**config.mk**
```make
export PLATFORM = sky130hd
export DESIGN_NAME = mix_col_seq
export DESIGN_NICKNAME = d
export VERILOG_FILES = /design/src/rtl/mix_col_seq.sv
export SDC_FILE = /design/constraint.sdc
export NUM_CORES = 1
export LEC_CHECK = 0
export CAP_MARGIN = 10
export CORE_MARGIN = 5
export CORE_UTILIZATION = 40
export CTS_BUF_LIST = sky130_fd_sc_hd__clkbuf_16
export CTS_CLUSTER_SIZE = 30
export DETAILED_ROUTE_END_ITERATION = 8
export GPL_TIMING_DRIVEN = 0
export PLACE_DENSITY = 0.69
export SLEW_MARGIN = 20
export SYNTH_ARGS = -nofsm -noshare
export SYNTH_HDL_FRONTEND = slang
export SYNTH_SLANG_ARGS = --single-unit
export TNS_END_PERCENT = 1
```
**constraint.sdc**
```tcl
create_clock -name clk -period 8.87 [get_ports clk]
set_input_delay 0.887 -clock clk [delete_from_list [all_inputs] [get_ports clk]]
set_output_delay 0.887 -clock clk [all_outputs]
set_load 0.005 [all_outputs]
```
**src/rtl/mix_col_seq.sv**
```systemverilog
`timescale 1ns/1ps
`default_nettype none
// ============================================================================
// Module      : mix_col_seq
// Description : Sequential AES MixColumns / InvMixColumns / bypass engine.
//               Processes COLS_PER_CYCLE columns per clock in place inside a
//               128-bit working register, with valid/ready on both sides.
// Revision    : 1.0 - initial release
// ============================================================================
module mix_col_seq #(
   parameter int COLS_PER_CYCLE = 1
) (
   input  logic         clk,
   input  logic         rst,
   input  logic         in_valid,
   output logic         in_ready,
   input  logic [127:0] data_in,
   input  logic [1:0]   mode,
   output logic         out_valid,
   input  logic         out_ready,
   output logic [127:0] data_out,
   output logic         busy
);

   // Only 1, 2 and 4 split the four columns into whole steps.
   if (COLS_PER_CYCLE != 1 && COLS_PER_CYCLE != 2 && COLS_PER_CYCLE != 4) begin : g_bad_cols
      $error("mix_col_seq: COLS_PER_CYCLE must be 1, 2 or 4");
   end

   localparam logic [1:0] ST_IDLE = 2'd0;
   localparam logic [1:0] ST_BUSY = 2'd1;
   localparam logic [1:0] ST_DONE = 2'd2;

   // Column index advance per step; for 4 columns this wraps to 0.
   localparam logic [1:0] c_step     = 2'(COLS_PER_CYCLE);
   // Column index of the step that finishes column 3.
   localparam logic [1:0] c_last_idx = 2'(4 - COLS_PER_CYCLE);

   logic [1:0]   state_q,   state_d;
   logic [1:0]   col_idx_q, col_idx_d;
   logic [1:0]   mode_q,    mode_d;
   logic [127:0] work_q,    work_d;

   logic         w_accept;
   logic         w_last_step;
   logic [1:0]   w_slice_col [COLS_PER_CYCLE];
   logic [31:0]  w_slice_in  [COLS_PER_CYCLE];
   logic [31:0]  w_slice_out [COLS_PER_CYCLE];

   // GF(2^8) multiply by 2 modulo 0x11B.
   function automatic logic [7:0] xt(input logic [7:0] x);
      return {x[6:0], 1'b0} ^ (x[7] ? 8'h1b : 8'h00);
   endfunction

   // One column: forward mix, inverse mix, or copy when mode[1] is set.
   function automatic logic [31:0] mix_word(input logic [31:0] col, input logic [1:0] m);
      logic [7:0] a [4];
      logic [7:0] x2 [4];
      logic [7:0] x4 [4];
      logic [7:0] x8 [4];
      logic [7:0] m9 [4];
      logic [7:0] mb [4];
      logic [7:0] md [4];
      logic [7:0] me [4];
      logic [7:0] m3 [4];
      logic [31:0] res;
      for (int r = 0; r < 4; r++) begin
         a[r]  = col[31-8*r -: 8];
         x2[r] = xt(a[r]);
         x4[r] = xt(x2[r]);
         x8[r] = xt(x4[r]);
         m3[r] = x2[r] ^ a[r];
         m9[r] = x8[r] ^ a[r];
         mb[r] = x8[r] ^ x2[r] ^ a[r];
         md[r] = x8[r] ^ x4[r] ^ a[r];
         me[r] = x8[r] ^ x4[r] ^ x2[r];
      end
      if (m[1]) begin
         res = col;
      end else if (m[0]) begin
         res = {me[0] ^ mb[1] ^ md[2] ^ m9[3],
                m9[0] ^ me[1] ^ mb[2] ^ md[3],
                md[0] ^ m9[1] ^ me[2] ^ mb[3],
                mb[0] ^ md[1] ^ m9[2] ^ me[3]};
      end else begin
         res = {x2[0] ^ m3[1] ^ a[2]  ^ a[3],
                a[0]  ^ x2[1] ^ m3[2] ^ a[3],
                a[0]  ^ a[1]  ^ x2[2] ^ m3[3],
                m3[0] ^ a[1]  ^ a[2]  ^ x2[3]};
      end
      return res;
   endfunction

   // Shared column slices: slice s works on column col_idx + s.
   for (genvar s = 0; s < COLS_PER_CYCLE; s++) begin : g_slice
      assign w_slice_col[s] = col_idx_q + 2'(s);
      assign w_slice_in[s]  = work_q[{w_slice_col[s], 5'b0} +: 32];
      assign w_slice_out[s] = mix_word(w_slice_in[s], mode_q);
   end

   assign w_accept    = in_valid && in_ready;
   assign w_last_step = (col_idx_q == c_last_idx);

   // State register.
   always_ff @(posedge clk) begin
      if (rst) begin
         state_q <= ST_IDLE;
      end else begin
         state_q <= state_d;
      end
   end

   // Next-state logic: accept -> BUSY, last column step -> DONE, drain -> IDLE.
   always_comb begin
      state_d = state_q;
      case (state_q)
         ST_IDLE: if (w_accept) state_d = ST_BUSY;
         ST_BUSY: if (w_last_step) state_d = ST_DONE;
         ST_DONE: begin
            if (w_accept) begin
               state_d = ST_BUSY;
            end else if (out_ready) begin
               state_d = ST_IDLE;
            end
         end
         default: state_d = ST_IDLE;
      endcase
   end

   // Output logic; a new block may be taken in the DONE cycle it drains.
   always_comb begin
      in_ready  = !rst && ((state_q == ST_IDLE) || ((state_q == ST_DONE) && out_ready));
      out_valid = (state_q == ST_DONE);
      busy      = (state_q == ST_BUSY);
      data_out  = work_q;
   end

   // Datapath next values: load on accept, write mixed columns back while busy.
   always_comb begin
      work_d    = work_q;
      mode_d    = mode_q;
      col_idx_d = col_idx_q;
      if (w_accept) begin
         work_d    = data_in;
         mode_d    = mode;
         col_idx_d = 2'd0;
      end else if (state_q == ST_BUSY) begin
         for (int s = 0; s < COLS_PER_CYCLE; s++) begin
            work_d[{w_slice_col[s], 5'b0} +: 32] = w_slice_out[s];
         end
         col_idx_d = col_idx_q + c_step;
      end
   end

   // Datapath registers.
   always_ff @(posedge clk) begin
      if (rst) begin
         work_q    <= '0;
         mode_q    <= 2'b00;
         col_idx_q <= 2'd0;
      end else begin
         work_q    <= work_d;
         mode_q    <= mode_d;
         col_idx_q <= col_idx_d;
      end
   end

endmodule
`default_nettype wire

```
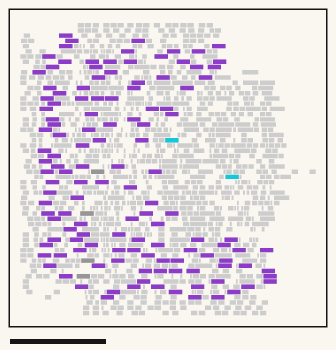
Fig. 1. Sequential cells colored by netlist name.
Scale bar: 50 µm. Other sequential cells in the stronger gray, the rest of the logic in the fainter gray.
color	signal	placed flops
purple	data_out	128
cyan	mode_q	2
not colored	4
FF/Latch Area: 0.002683 mm²
total sequential power: 0.000683 W

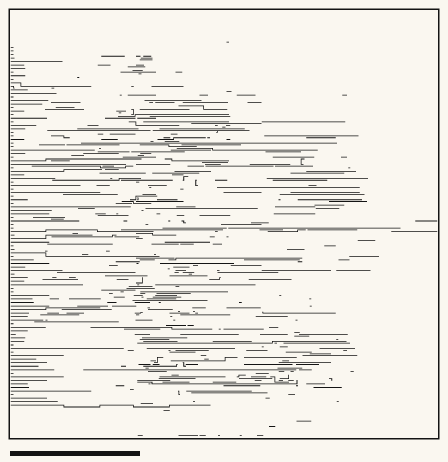
Fig. 2. Met3 routing.
Scale bar: 50 µm.
longest straight run	98.0 µm
nets with wire on the layer	317
main direction	horizontal
wire length on this layer	5150 µm

==> results.txt <==
flow finished, numbers: minimum hold slack 0.5351 ns, Levels on crit path 10, Flops after synth 134, fin nets 1368, share of cells above drive strength 1 9.742%, critical setup path kind register to register, DRT iter0 DRCs 1561, Arr. time, crit path 4.90 ns, OpenROAD warning count 29, Seq/total area 20.37%, GRT busiest layer met2, Peak VDD IR 0.0001405 V, max reg flops 128, CTS Buffer Depth 2, Flop pwr share 21.2%, crit end category register, Post-synth EDFFs 0, Critical Path Source col_idx_q[1], most frequent cells after synthesis dfxtp_1, xnor2_1, a22oi_1, nor2_1, clkbuf_1, Routed WL per cell 27.86 µm, switching pwr 0.001256 W, flop count 134, Max-area cell share 28.17%, max frequency 0.2149 GHz, Internal 0.001961 W, area grow syn2layout 38.31%, met3 Use GR 9.285%, core area 0.02347 mm², Commonest Layout Cell clkdlybuf4s50_1, # diodes 2, CP max stage delay 1.05 ns, clock sink count 134, CP cell instances buf_2, buf_4, buf_4, mux4_2, xor2_1, xor3_1, xnor3_1, xor2_1, a222oi_1, o22ai_1, Tcrit/Tclk final 52.45%, Cell Area, Placed 0.01257 mm², post-synthesis sequential area ratio 28.17%, std cell rows 56, Clock transition at path regs 0.06 ns, Logic pwr share 55.7%, Synth cell types 61, Biggest consumer combinational cells, Leak 4.845 nW, gr usage total 31.67%, status complete, no violations, CTS tree built, met2 Usage GRT 50.60%, combinational power 0.00179 W, XORs/XNORs by Area 28.03%, cts repair resizes 0, Setup Buffers After CTS 0, logic area 0.006356 mm², Top Layer Used met5, Repair and plain buffers 367, Relative slew margins 10.39%, worst min path class register to register, met1 GRT Util 39.46%, switching share of total power 39.04%, global placement routability congestion 0.9704, Tap Count 319, clk tree area frac 4.522%, crit path capture data_out[4], post-layout util 56.11%, syn_area_per_cell 10.06 µm², WL met2 20.39 mm, Power Density 244.2 mW/mm²
No activity file was given, so power comes from the tool's default toggle rates.
